**config.mk**
```make
export PLATFORM = sky130hd
export DESIGN_NAME = display_scan_sequencer
export DESIGN_NICKNAME = d
export VERILOG_FILES = /design/src/rtl/display_pkg.sv /design/src/rtl/scan_slot_timer.sv /design/src/rtl/display_scan_sequencer.sv
export SDC_FILE = /design/constraint.sdc
export NUM_CORES = 1
export LEC_CHECK = 0
export CAP_MARGIN = 30
export CELL_PAD_IN_SITES_DETAIL_PLACEMENT = 1
export CELL_PAD_IN_SITES_GLOBAL_PLACEMENT = 1
export CORE_MARGIN = 4
export CORE_UTILIZATION = 42
export DETAILED_ROUTE_END_ITERATION = 6
export HOLD_SLACK_MARGIN = 0.08
export PLACE_DENSITY = 0.89
export SYNTH_ARGS = -nofsm -noshare
export SYNTH_HDL_FRONTEND = slang
export SYNTH_SLANG_ARGS = --single-unit
export TNS_END_PERCENT = 100
```
**constraint.sdc**
```tcl
create_clock -name i_clk -period 10 [get_ports i_clk]
set_input_delay 2 -clock i_clk [delete_from_list [all_inputs] [get_ports i_clk]]
set_output_delay 2 -clock i_clk [all_outputs]
set_load 0.005 [all_outputs]
```
**src/rtl/display_pkg.sv**
```systemverilog
// Shared display types: digit word array, scan FSM encoding and the helper that
// splits the flat 256-bit digit bus into per-digit words.
package display_pkg;

    localparam int unsigned c_num_digits = 16;
    localparam int unsigned c_digit_w    = 16;
    localparam int unsigned c_idx_w      = $clog2(c_num_digits);

    // One 16-bit 14-segment word per digit; element k is digit k.
    typedef logic [c_num_digits-1:0][c_digit_w-1:0] t_array_slv16;

    typedef enum logic [1:0] {
        IDLE  = 2'd0,
        BLANK = 2'd1,
        DRIVE = 2'd2
    } t_scan_state;

    // Digit k occupies bits [16k+15:16k] of the flat bus.
    function automatic t_array_slv16 unpack_digits(input logic [c_num_digits*c_digit_w-1:0] flat);
        t_array_slv16 words;
        for (int k = 0; k < c_num_digits; k++) begin
            words[k] = flat[c_digit_w*k +: c_digit_w];
        end
        return words;
    endfunction

endpackage

```
**src/rtl/scan_slot_timer.sv**
```systemverilog
// Per-slot dwell timer for the display scan. Counts 0..g_dwell_cycles-1 while
// running and flags the end of the blanking gap and the end of the slot.
// Optional feature: SCAN_PWM_DIM_EN adds a drive-time compare so only the first
// `level` DRIVE cycles of each slot enable the digit.
module scan_slot_timer
    import display_pkg::*;
#(
    parameter int unsigned g_dwell_cycles = 12,
    parameter int unsigned g_blank_cycles = 2
) (
    input  logic               clk,
    input  logic               reset,
    input  logic               run,
    input  logic [3:0]         level,
    output logic               blank_done,
    output logic               slot_done,
    output logic               drive_on
);

    localparam int unsigned c_cnt_w        = $clog2(g_dwell_cycles);
    localparam int unsigned c_drive_cycles = g_dwell_cycles - g_blank_cycles;

    logic [c_cnt_w-1:0] cnt;

    assign blank_done = run && (cnt == c_cnt_w'(g_blank_cycles - 1));
    assign slot_done  = run && (cnt == c_cnt_w'(g_dwell_cycles - 1));

    // Dwell counter: held at 0 while stopped, restarts at 0 at every slot start.
    always_ff @(posedge clk or posedge reset) begin
        // NOTE: state registers use non-blocking assignment so every flop samples
        // pre-edge values; blocking here would create order-dependent races.
        if (reset) begin
            cnt <= '0;
        end else if (!run || slot_done) begin
            cnt <= '0;
        end else begin
            cnt <= cnt + c_cnt_w'(1);
        end
    end

`ifdef SCAN_PWM_DIM_EN
    logic [31:0] cnt_ext;
    logic [31:0] level_ext;
    logic [31:0] on_cycles;

    assign cnt_ext   = 32'(cnt);
    assign level_ext = 32'(level);
    // Brightness saturates at the number of DRIVE cycles in a slot.
    assign on_cycles = (level_ext < c_drive_cycles) ? level_ext : c_drive_cycles;
    assign drive_on  = (cnt_ext >= g_blank_cycles) && ((cnt_ext - g_blank_cycles) < on_cycles);
`else
    logic unused_level;

    assign unused_level = ^level;
    assign drive_on     = 1'b1;
`endif

endmodule

```
**src/rtl/display_scan_sequencer.sv**
```systemverilog
// Time-multiplexes 16 digit words onto a shared segment bus, one digit per slot,
// with a blanking gap at each slot start so digit enables never overlap.
// Digit words are captured into a shadow at each frame boundary to avoid tearing.
// Optional feature: SCAN_PWM_DIM_EN enables brightness dimming via i_brightness,
// sampled at each frame boundary.
module display_scan_sequencer
    import display_pkg::*;
#(
    parameter int unsigned g_dwell_cycles = 12,
    parameter int unsigned g_blank_cycles = 2
) (
    input  logic                                  i_clk,
    input  logic                                  i_reset,
    input  logic                                  i_enable,
    input  logic [3:0]                            i_brightness,
    input  logic [c_num_digits*c_digit_w-1:0]     i_14seg_cntrls,
    output logic [c_digit_w-1:0]                  o_seg,
    output logic [c_num_digits-1:0]               o_digit_en,
    output logic [c_idx_w-1:0]                    o_digit_idx,
    output logic                                  o_frame_start
);

    t_scan_state        state_q;
    t_scan_state        state_d;
    logic [c_idx_w-1:0] idx_q;
    logic [c_idx_w-1:0] idx_d;
    t_array_slv16       shadow_q;
    logic               frame_start_q;
    logic               load;
    logic               run;
    logic               blank_done;
    logic               slot_done;
    logic               drive_on;
    logic [3:0]         level;

    // Timer only counts while a scan is active and will continue next cycle.
    assign run = i_enable && (state_q != IDLE);

    scan_slot_timer #(
        .g_dwell_cycles (g_dwell_cycles),
        .g_blank_cycles (g_blank_cycles)
    ) u_timer (
        .clk        (i_clk),
        .reset      (i_reset),
        .run        (run),
        .level      (level),
        .blank_done (blank_done),
        .slot_done  (slot_done),
        .drive_on   (drive_on)
    );

    // Next-state logic: disable wins everywhere, otherwise walk BLANK/DRIVE slots.
    always_comb begin
        // NOTE: every signal gets a default before the case so no path leaves it
        // unassigned, which would otherwise infer a latch.
        state_d = state_q;
        idx_d   = idx_q;
        load    = 1'b0;
        if (!i_enable) begin
            state_d = IDLE;
            idx_d   = '0;
        end else begin
            case (state_q)
                IDLE: begin
                    state_d = BLANK;
                    idx_d   = '0;
                    load    = 1'b1;
                end
                BLANK: begin
                    if (blank_done) begin
                        state_d = DRIVE;
                    end
                end
                DRIVE: begin
                    if (slot_done) begin
                        state_d = BLANK;
                        // Index wraps 15 -> 0 naturally; that wrap is the frame boundary.
                        idx_d   = idx_q + c_idx_w'(1);
                        load    = (idx_q == c_idx_w'(c_num_digits - 1));
                    end
                end
                default: begin
                    state_d = IDLE;
                    idx_d   = '0;
                end
            endcase
        end
    end

    // State, slot index and frame-start pulse registers.
    always_ff @(posedge i_clk or posedge i_reset) begin
        if (i_reset) begin
            state_q       <= IDLE;
            idx_q         <= '0;
            frame_start_q <= 1'b0;
        end else begin
            state_q       <= state_d;
            idx_q         <= idx_d;
            frame_start_q <= load;
        end
    end

    // Shadow of the digit words, refreshed only at a frame boundary.
    always_ff @(posedge i_clk or posedge i_reset) begin
        // NOTE: this register bank is reset even though it is array-like, because
        // its contents reach o_seg and must be defined straight out of reset.
        if (i_reset) begin
            shadow_q <= '0;
        end else if (load) begin
            shadow_q <= unpack_digits(i_14seg_cntrls);
        end
    end

`ifdef SCAN_PWM_DIM_EN
    logic [3:0] bright_q;

    // Brightness is held constant for a whole frame.
    always_ff @(posedge i_clk or posedge i_reset) begin
        if (i_reset) begin
            bright_q <= '0;
        end else if (load) begin
            bright_q <= i_brightness;
        end
    end

    assign level = bright_q;
`else
    logic unused_brightness;

    assign unused_brightness = ^i_brightness;
    assign level             = '0;
`endif

    // Outputs decode from registered state, so async reset clears them at once.
    always_comb begin
        o_seg         = '0;
        o_digit_en    = '0;
        o_digit_idx   = idx_q;
        o_frame_start = frame_start_q;
        if (state_q != IDLE) begin
            o_seg = shadow_q[idx_q];
        end
        if ((state_q == DRIVE) && drive_on) begin
            o_digit_en = c_num_digits'(1) << idx_q;
        end
    end

endmodule

```
Figure 1. Placed standard cells (run 1).
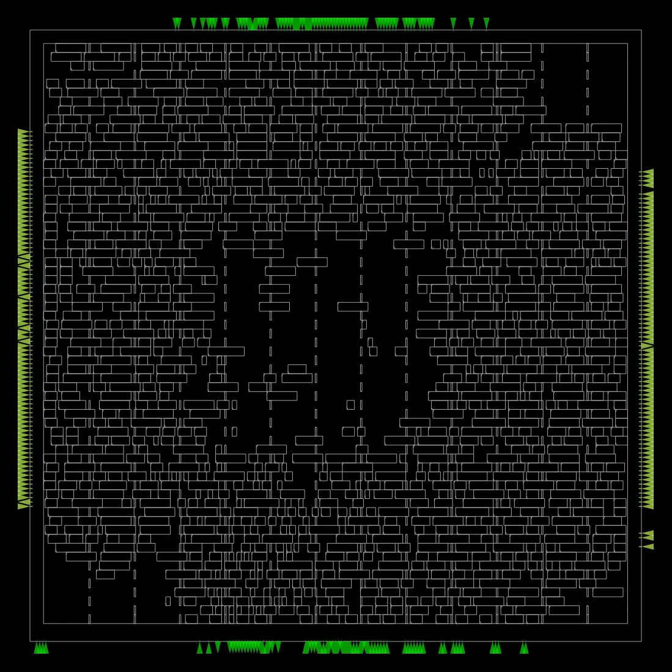
area of the core region: 31500 sq um
number of cell rows: 65

Figure 2. Cells colored by class (run 1).
Drawn at 2 px/um.
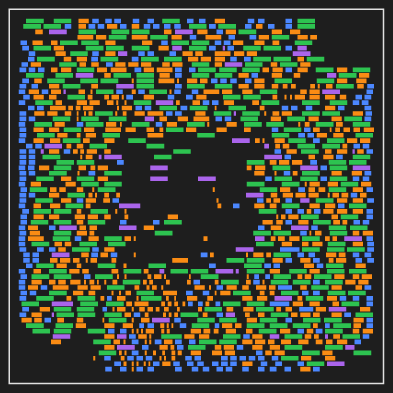
clock drivers and dummy loads -> purple  # cells 55, share of their area 6.1%
other buffers and delay cells -> blue  # cells 309, share of their area 18%
combinational and other logic -> orange  # cells 562, share of their area 36%
flops -> green  # cells 267, share of their area 39%

Figure 3. Local utilization (run 1).
Drawn at 2 px/um. 19 x 19 tiles, from dark blue (low) to red (high), 0 to 100% covered.
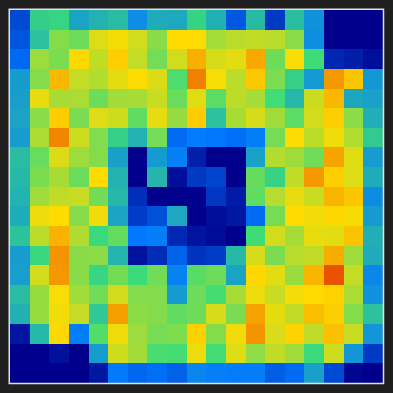
nearly empty tiles = 6.9%
tiles over 75% full = 13%
emptiest ninth of the die = center
mean over tiles = 49%
fullest tile = 91%

==> notes.md, run 1 <==
The following summarizes the physical implementation.

Layout
Per the layout area report, the combinational fraction of cell area is 35.3%. In the finished layout, the clock tree contains a buffer count of 47. The fraction of area in non-clock buffers is 17.8%. The sequential cell area is 6690 sq um. The number of non-clock buffers is 309. In the finished design the tool counted flip-flops and latches totalling 267. In the layout the commonest cells are 295 x clkdlybuf4s50_1, 265 x dfrtp_1, 229 x mux2_4, 96 x mux2i_1, 48 x a22oi_1. Sequential cells make up 38.0% of the cell area. The fraction of area in clock buffers and inverters is 5.92%.

The post-layout instance area is 17600 sq um. Between the synthesized netlist and the finished layout, the area growth was recorded as 31.6%. The commonest non-fill, non-tap cell in the layout is clkdlybuf4s50_1. The number of antenna diodes in the final layout is 1. The multi-input combinational gate total is 556. After the last flow step, the layout net total stands at 1441. The number of logic inverters in the finished layout is 6. The number of filler cells placed in the layout is 3002. Per the layout area report, the combinational gate area comes to 6200 sq um. The tally of non-filler cells in the final layout is 1596.

Among all cell classes, the greatest summed area belongs to registers.

Worst setup path
The family with the most delay on the worst path is buffers and inverters. The critical path starts at o_digit_idx[0]$_DFFE_PP0P_. Data on the critical path is required at its endpoint by 8.00 ns. For reference, the critical path cell chain is buf_4 -> buf_16 -> mux2i_1 -> a22oi_1 -> nand2_1 -> o22ai_1 -> clkdlybuf4s50_1.

The report puts the cell count of the worst reg-to-reg path at 8. The worst endpoint data arrival time is 3.40 ns. The number of buffer and inverter instances along the worst setup path is 3. The classification of the worst setup path is reg2out.

Of all nets on the critical path, the largest fanout is 45. STA classifies the critical path endpoint as a primary output. The type of element launching the critical path is a flip-flop. In this run the register-to-register setup slack is 6.66 ns. The critical path crosses 7 cells after its start point.

The stage delay of the slowest cell on the critical path is 0.57 ns. The worst flop-to-flop path startpoint is o_digit_idx[0]$_DFFE_PP0P_.

GRT
On met2, the global router reports a usage of 37.7%. The first global-routing pass estimated 61600 um of wire. For this run, global-route usage on met3 was measured as 4.92%. In this run the most used layer during global routing was met2. The maximum number of pins on one net before global-route repair is 161. The initial antenna violation count is 2.

The via count of the first global-routing pass is 9691. The met1 track utilization from global routing is 30.5%.

Yosys
The fraction of synthesized cell area in xor and xnor cells is 0.131%. Sorting the synthesized cells by area gives the leading types as dfrtp_1 50%, mux2_4 26%, mux2i_1 7.2%, a22oi_1 2.7%, mux4_2 2.7%. The cell count after synthesis is 892.

The cell taking the most area after synthesis is dfrtp_1. The prevailing post-synth register cell is dfrtp_1. The post-synthesis share of cell area spent on and, or, nand and nor gates is 3.48%.

The area recorded from the Yosys report for this design is 13400 sq um. The synthesis report gives the async set-or-reset register share as 100%. The netlist area before placement is 13400 sq um. The sequential-to-total area share from yosys stat is 50.0%. Yosys reported a register bit count of 267. The main combinational cell family by area after synthesis is multiplexers. Counting the warning lines in the Yosys log gives 0.

In this run, distinct cell masters in the synthesized netlist total 36. In this run the biggest area consumer among cell types represents 50.0% of the synthesized area. The number of nets in the synthesized netlist is 1163. The compound-gate portion of the synthesized area is 4.04%. The area fraction in mux cells is 37.9%. The synthesized netlist devotes 0.749% of its cell area to adder and majority cells. The number of synthesized flops with an enable pin is 0.

A synthesized cell averages 15.0 sq um. After synthesis, the design contains 892 cells according to Yosys.

Final timing
The maximum clock skew at final layout is 0.0115 ns. Setup repair after global routing left no endpoint under its margin. The post-layout minimum cycle time is 5.40 ns.

The worst-case headroom to the max-slew limit is 20.1%. The final layout reports a setup TNS of 0 ns. The peak clock frequency supported by timing is 185 MHz. The final max-slew violation count recorded for this run is 0. The fraction of the cycle the final worst path needs is 54.0%.

Counting endpoints that fail hold in the final report gives 0. The slack of the critical path is 4.60 ns. For this run, the final setup violation count is recorded as 0. The transition time of the tightest slew-check pin is 1.20 ns.

Clock network
The number of hold buffers added after cts is 0. Counting the buffers created by CTS gives 30. Looking at the clock tree report, the H-tree level count equals 1. The TritonCTS sink count is 267.

The buffer levels on the longest clock path is 3. TritonCTS built the clock tree. Post-CTS timing repair inserted 0 buffers for setup. The number of gates resized after CTS was 0. Clock tree synthesis selected as its root buffer the cell clkbuf_16.

Floorplan
The flow inserted 402 tap cells. Measured along the y axis, the die boundary spans 186 um. The share of the core area taken by cells at floorplan is 42.5%. The die extent in x is 186 um. The area of the chip is 34700 sq um. According to the I/O placement log, the pin count is 300.

Detailed routing
The iteration tally of the first detailed-router pass is 4. The average routed wire per standard cell is 25.1 um. The overall via count from detail_route is 8535. For this block, the routed nets add up to 40000 um of wire.

Using the TritonRoute via totals, the vias-per-cell ratio works out to 5.35. In the routed design, unresolved DRC markers number 0. The violation tally recorded at the end of detailed-routing iteration 0 is 423.

Run
The total tool warning count is 44. The count of maximum capacitance violations is 0.

Run status
The flow ran to the end, and the final reports show no timing, DRC or antenna violations.

Pwr
In this run the VDD rail shows a maximum IR drop of 0.118 mV. The final power report lists total power as 3.29 mW. The analysis attributes to cell leakage a power of 7.74 nW. The total power per unit cell area is 187 nW/um^2.

Hold path
The start point of the worst hold path is shadow_q[151]$_DFFE_PP0P_. The hold-critical path endpoint is shadow_q[151]$_DFFE_PP0P_. The number of cells on the worst hold path is listed as 1. The type of the worst min-delay path is reg2reg.

Place
The routability-driven placement congestion ratio is 0.774. The detailed placement HPWL is 28400 um. The worst setup slack before clock tree synthesis is 4.76 ns.

The number of port buffers is 295. The number of placed instances, taps included, is 1539.
-- run 1: report_power, final --
group / switching [mW] / leakage, nW / internal (mW)
logic: 0.242 / 4.09 / 0.462
registers: 0.135 / 3.13 / 1.29
clock network: 0.458 / 0.511 / 0.696
total: 0.836 / 7.74 / 2.45
-- run 1: metal layers --
layer / wire length, um / vias up
li1: - / 3787
met1: 17300 / 4423
met2: 19600 / 266
met3: 2150 / 55
met4: 933 / 4
met5: 27 / -
-- run 1: flip-flops by register name, indices dropped and copies added (netlist names) --
register / flops
o_digit_idx: 4
u_timer.cnt: 4
state_q: 2
o_frame_start: 1
shadow_q: 256
Figure 4. I/O nets highlighted (run 1).
Drawn at 1.5 px/um.
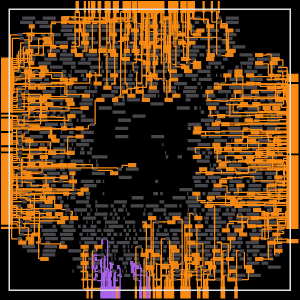

==> inputs of run 2 (changes only) <==
- clock period: 10 -> 5 ns (I/O delays scaled with it)
Figure 5. I/O nets highlighted (run 2).
Drawn at 1.5 px/um.
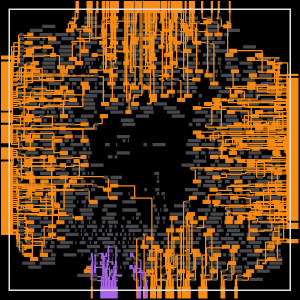
`i_14seg_cntrls` -> orange  # bits 256, direction input, edge 82 west, 76 east, 63 north, 35 south, end cells 256, buffers 256, wire 10200 um
`o_digit_en` -> purple  # bits 16, direction output, edge south, end cells 16, buffers 16, wire 344 um

==> run 2 against run 1 <==
Hold slack lost 0.0036 ns. Utilization rose by 0.16 points. Routed wire length rose by 0.71%. Combinational power grew 100%. Non-clock buffer count is 3 higher. Highest routed layer unchanged.
==> notes.md, run 2 <==
The following summarizes the physical implementation.

Final timing
After layout, the minimum clock period comes to 4.26 ns. The worst-case headroom to the max-slew limit is 27.4%. The final timing summary puts the cycle share of the worst path at 85.3%. The peak clock frequency supported by timing is 235 MHz.

For this run, the final setup violation count is recorded as 0. Setup repair after global routing left no endpoint under its margin. Adding up every negative setup slack in the final design gives 0 ns. The maximum clock skew at final layout is 0.0170 ns. Max-slew check failures listed in the final report amount to 0.

Floorplan
The y dimension of the die is 186 um. The number of tap cells inserted is 402. According to the floorplan report, the total die area is 34700 sq um. Per the OpenROAD floorplan log, the area of the core is 31500 sq um. The number of placed I/O pins is 300.

Worst setup path
The top fanout value on the critical path is 30. The timing report gives the biggest stage delay along the critical path as 0.73 ns. STA classifies the critical path startpoint as a flip-flop. The number of buffer and inverter instances along the worst setup path is 2. The OpenROAD report gives the critical path a data arrival time of 3.26 ns. Traced cell by cell, the critical path runs through buf_4 -> mux4_2 -> nor2_1 -> o22ai_1 -> clkdlybuf4s50_1. The number of cells on the worst reg-to-reg path is 6. Tracing the worst setup path back leads to its startpoint at o_digit_idx[1]$_DFFE_PP0P_.

The internal reg-to-reg setup slack is 2.11 ns.

Yosys
A synthesized cell averages 15.0 sq um. The number of cells in the yosys synthesis report is 892. In this run, synthesis produced a sequential element count of 267. The post-synthesis chip area from yosys is 13400 sq um. The cell count after synthesis came out at 892. Counting the warning lines in the Yosys log gives 0.

Before any placement, the netlist area is recorded as 13400 sq um. The synthesis report lists the most area-consuming cells as dfrtp_1 50%, mux2_4 26%, mux2i_1 7.2%, a22oi_1 2.7%, mux4_2 2.7%. Counting distinct cell types in the post-synthesis netlist gives 36. The prevailing post-synth register cell is dfrtp_1. The top cell type by area accounts for 50.0% of the synthesized area.

Looking at area per cell type in the netlist, the leader is dfrtp_1.

GRT
The layer with the highest usage is met2. The initial antenna violation count came to 5. For this run, global-route usage on met3 was measured as 5.14%. The via count of the first global-routing pass is 10100. For met1 alone, demand over resource in global routing was 29.1%.

Entering global routing, the biggest net connects 137 pins.

Layout
In the final layout, clock buffers and inverters account for 6.05% of the cell area. Ranking logic cells in the layout by count gives the top entries 295 x clkdlybuf4s50_1, 264 x dfrtp_1, 229 x mux2_4, 96 x mux2i_1, 48 x a22oi_1. The layout overhead on the synthesized area is 32.0%.

Leaving out fill and tap cells, the most frequent cell in the layout is clkdlybuf4s50_1. Summing all flip-flop and latch instances after layout gives 6690 sq um. The number of flip-flops and latches is 267.

Per the layout area report, the combinational fraction of cell area is 35.2%. The number of non-clock buffers is 312. The share of the final layout cell area in sequential cells is 37.9%. The final-layout clock buffer total is 37. Per the final report, the share of cell area in non-clock buffers is 17.8%.

The class occupying the most area after layout is reported as registers. The finished cells cover 17600 sq um. The multi-input combinational cells in the finished layout cover a total of 6200 sq um. According to the cell report, the number of logic gates is 556.

The top register by number of flip-flops is shadow_q. The final antenna diode tally reported by the flow is 4. The final layout report lists a filler cell count of 3044.

Clock network
The root buffer selected by CTS is clkbuf_16. Counting the buffers created by CTS gives 30. The CTS tree is yes. The post-CTS setup repair buffer count is 0. CTS built an H-tree with a depth of 1. No sink is reached through more buffers than the 3 on the longest clock path. The number of hold buffers added after cts is 0.

Detailed routing
The top layer used by detailed routing is met5. The violation tally from detailed-route iteration zero is 360. For this run, design rule violations remaining after detail routing come to 0. The first TritonRoute pass finished after 4 iterations. The total wire length is 40300 um.

Run
The run reported a max-capacitance violation count of 0. The total tool warning count is 41.

Pwr
Sequential cells burn 43.0% of the power. Combinational logic is responsible for 21.3% of the overall power. Looking at the VDD voltage map, the peak drop is 0.244 mV. The net switching share of the total power is 25.4%.

The design draws 6.64 mW. The total power per unit cell area is 377 nW/um^2.

Place
The number of placed instances with taps included is 1543. During placement, the flow inserted port buffers numbering 295.

Hold path
The hold-critical path endpoint is shadow_q[202]$_DFFE_PP0P_.

Run status
The run finished with clean final reports.
Figure 6. Signal wires on met1 (run 2).
Drawn at 2 px/um. Supply wires on this layer in gray. Cells faint in the background.
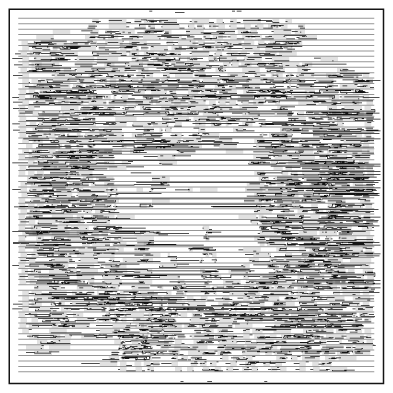
main direction = horizontal
nets with wire on the layer = 1318

## run 2: cell counts after synthesis
No cell type changed its count.
## run 2: cells by family (layout without fill, tap and decap cells)
logic type / after synthesis / in the layout / synth area share (%)
xor gates and xnor gates: 2 / 2 / 0.131
DFF: 267 / 267 / 50.0
adders and majority gates: 8 / 8 / 0.749
other: 0 / 4 / 0
muxes: 368 / 368 / 37.9
AOI/OAI and AO/OA: 76 / 76 / 4.04
and+or+nand+nor: 102 / 102 / 3.48
buffers and inverters: 69 / 372 / 3.71
## run 2: power groups by stage
stage               registers, mW  clock network, mW  logic [mW]
floorplan                    2.77                  0       0.970
global placement             2.83                  0        1.36
detailed placement           2.88                  0        1.41
CTS                          2.85               2.43        1.43
global route                 2.91               2.52        1.50
finish                       2.86               2.37        1.41
Power figures rest on the tool's default switching activity, not on a simulated workload.
